==> config.mk <==
export PLATFORM = sky130hd
export DESIGN_NAME = wb_port_arbiter
export DESIGN_NICKNAME = d
export VERILOG_FILES = /design/src/rtl/wb_arb_pkg.sv /design/src/rtl/wb_arb_fifo.sv /design/src/rtl/wb_port_arbiter.sv
export SDC_FILE = /design/constraint.sdc
export NUM_CORES = 1
export LEC_CHECK = 0
export CAP_MARGIN = 25
export CELL_PAD_IN_SITES_DETAIL_PLACEMENT = 2
export CELL_PAD_IN_SITES_GLOBAL_PLACEMENT = 2
export CORE_MARGIN = 1
export CORE_UTILIZATION = 34
export CTS_CLUSTER_SIZE = 40
export DETAILED_ROUTE_END_ITERATION = 8
export GPL_ROUTABILITY_DRIVEN = 0
export PLACE_DENSITY_LB_ADDON = 0.12
export SLEW_MARGIN = 25
export SYNTH_ARGS = -nofsm -noshare
export SYNTH_HDL_FRONTEND = slang
export SYNTH_SLANG_ARGS = --single-unit
==> constraint.sdc <==
create_clock -name clk -period 4.8 [get_ports clk]
set_input_delay 0.72 -clock clk [delete_from_list [all_inputs] [get_ports clk]]
set_output_delay 0.72 -clock clk [all_outputs]
set_load 0.02 [all_outputs]
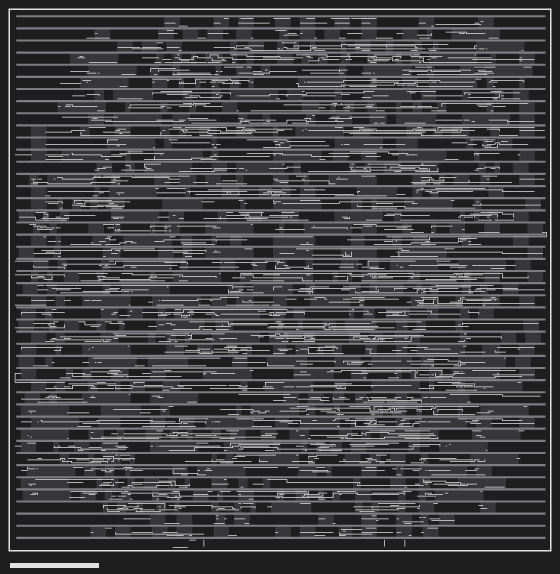
(the metal 1 layer)
The bar under the picture is 20 µm long. Supply wires on this layer in gray. Cells faint in the background.
The layer holds 44% of the routed length. The wires run mostly horizontal. The longest straight run is 41.9 µm.
global-route track usage on met1: 0.277
total wirelength of the detailed-routed design: 15700 µm

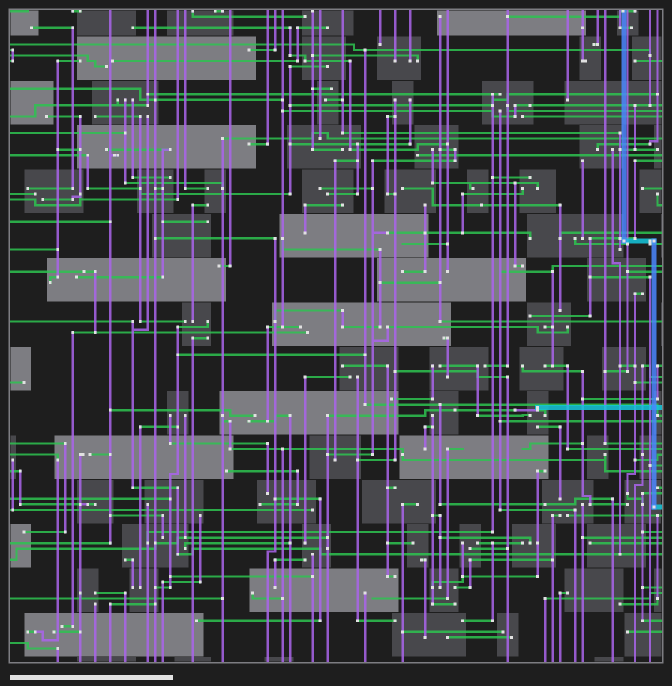
(zoomed window)
The bar under the picture is 10 µm long. Region (41, 16) to (81, 56) µm. Cells in gray, sequential cells in the stronger gray; small squares are vias.
Key: green = met1; purple = met2; cyan = met3; blue = met4
Sequential cells in the window: 12. Most frequent: clkdlybuf4s50_1 (7), edfxtp_1 (7), inv_1 (6). 70 logic cells have their middle in the window.

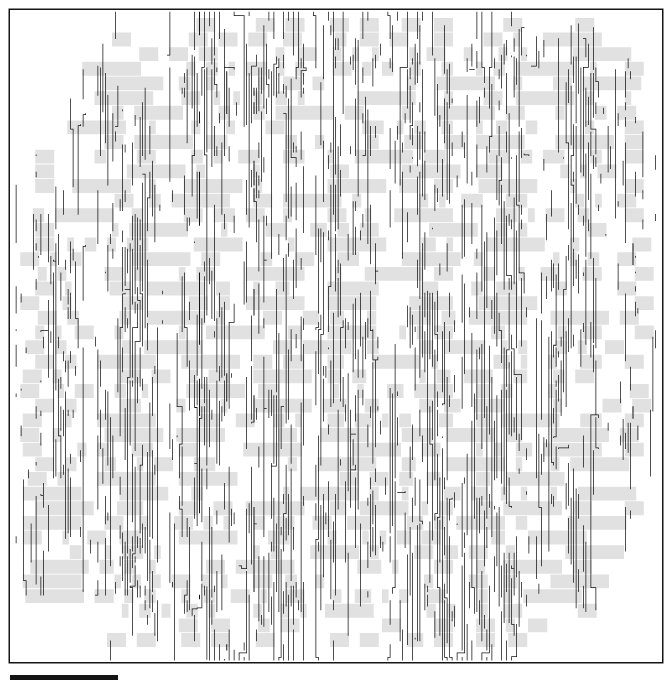
(signal wires on met2)
The bar under the picture is 20 µm long. Cells faint in the background.
595 nets have wire on it. The longest straight run is 51.7 µm. The wires run mostly vertical. The layer holds 51% of the routed length.
GR Layer Usage met2: 0.395
via count: 4169

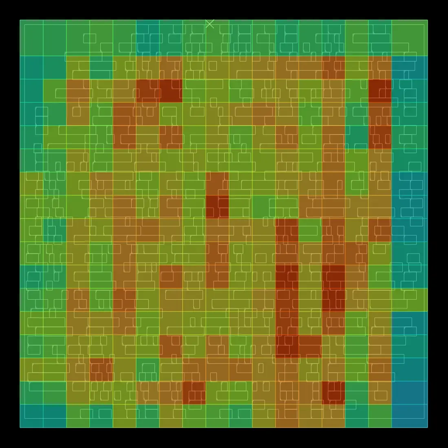
(routing congestion)
busiest metal layer after global routing: met2
share of the core filled with cells in the final layout: 0.470

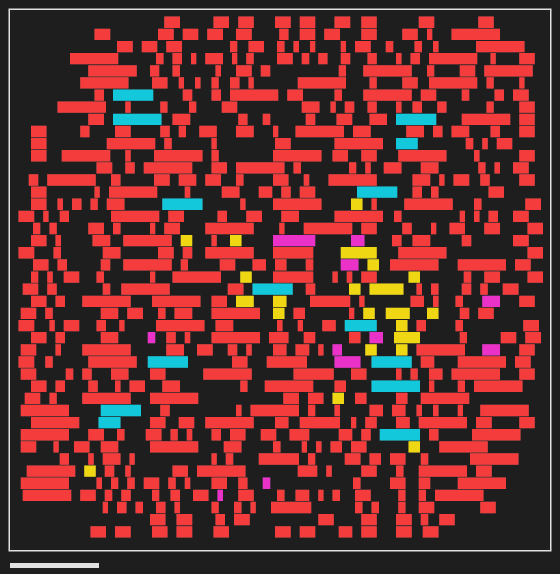
(sizing map)
The bar under the picture is 20 µm long.
Key: magenta = drive 2 [cells 11]; red = drive 1 or less [cells 516]; yellow = drive 3 to 4 [cells 22]; cyan = drive 6 and up [cells 14]
Syn-to-layout area delta: 35.3%
summed area of non-filler cells in the final layout: 6520 µm²
Worst Setup Slack, final: 0.621 ns

==> results.toml <==
# physical design summary
[yosys]
synth_area_leader_cell = "sky130_fd_sc_hd__edfxtp_1"
post_synth_ao_oa_area_fraction = 0.191
commonest_cells_in_the_netlist = "74 x sky130_fd_sc_hd__edfxtp_1, 40 x sky130_fd_sc_hd__nand3_1, 38 x sky130_fd_sc_hd__nor2_1"
post_synth_inst_count = 459
synth_area_um2 = 4820
synth-async-reset-ratio = 0.108
distinct_cell_type_count_after_synthesis = 41
top_logic_kind = "AND-OR/OR-AND gates"
synthSimpleGateAreaFrac = 0.151
yosysWarningCount = 0

[worst_setup_path]
worst_setup_path_end_kind = "output pin"
worstPathRequired_ns = 4.08
critical-path-max-stage-delay_ns = 0.66
cp_cell_sequence = "clkdlybuf4s50_1 > or4_1 > buf_4 > o21a_4 > o31ai_4 > buf_4 > a31oi_1 > clkdlybuf4s50_1"
worstRegToRegCells = 7

[layout]
final_nets = 639
antenna_diode_count = 0
dominant_logic_cell_types_in_the_final_layout = "117 x sky130_fd_sc_hd__clkdlybuf4s50_1, 74 x sky130_fd_sc_hd__edfxtp_1, 40 x sky130_fd_sc_hd__nand3_1, 36 x sky130_fd_sc_hd__mux2i_1, 36 x sky130_fd_sc_hd__nor2_1"

[sta]
maxClockFrequency_ghz = 0.239
worst-slew-pin-transition_ns = 0.817
holdWs_ns = 0.602
maxSlewHeadroom = 0.456

[floorplanning]
die_y_um = 121
initial_core_util = 0.347
rows = 43
die_width_um = 121
floorplan.die_area_um2 = 14700

[power_and_ir_drop]
clkPwrFrac = 0.235
power_switching_share = 0.383
combPwrFrac = 0.458
p_per_area_nw_per_um2 = 498

[min_path]
hold_path_stages = 2

[outcome]
run_status = "finished, violations left"
violated_checks = "DRC"

[routing]
drt_iter0_drc = 178
first_pass_iters = 6
drt_drc_violations_left = 2

[clock_network]
clock.latency.late_pin_ns = 0.34
cts_hold_buf = 0
htree_num_levels = 3
## power groups by stage
stage	registers, mW	clock network [mW]	logic (mW)
floorplan	0.955	0	0.978
global placement	1.00	0	1.45
detailed placement	1.01	0	1.50
CTS	0.999	0.781	1.51
global route	1.01	0.807	1.61
finish	0.996	0.765	1.49
## critical path, delay by kind of cell
kind	cells	cell delay, ns
simple gates	1	0.66
compound gates	3	0.51
buf+inv	4	1.55
## layer usage
metal  vias to the layer above  wire length [µm]  track usage  part of all wire
li1                       1932                 -            -                 -
met3                        17               616       0.0390             0.039
met4                         0               242       0.0725             0.015
met1                      2126              6860        0.277              0.44
met5                         -                 0            0                 0
met2                        94              8010        0.395              0.51
## final cells by class
type	instances	share of cell area
sequential	83	0.375
timing repair buffer	134	0.201
multi-input combinational	322	0.334
clock buffer	12	0.0393
tap	180	0.0345
inverter	8	0.00460
clock inverter	4	0.0111
## metrics by stage
stage / area, µm² / power, mW / utilization
finish: 6520 / 3.25 / 0.470
global placement: 6190 / 2.45 / 0.446
floorplan: 4820 / 1.93 / -
detailed placement: 6190 / 2.51 / 0.446
CTS: 6520 / 3.29 / 0.470
global route: 6520 / 3.42 / 0.470
## logic make-up after synthesis
| kind of cell | count (synthesis) |
|---|---|
| DFF | 83 |
| muxes | 40 |
| adders and majority gates | 3 |
| xor gates and xnor gates | 6 |
| and+or+nand+nor | 153 |
| AOI/OAI and AO/OA | 120 |
| buffers and inverters | 54 |
No activity file was given, so power comes from the tool's default toggle rates.
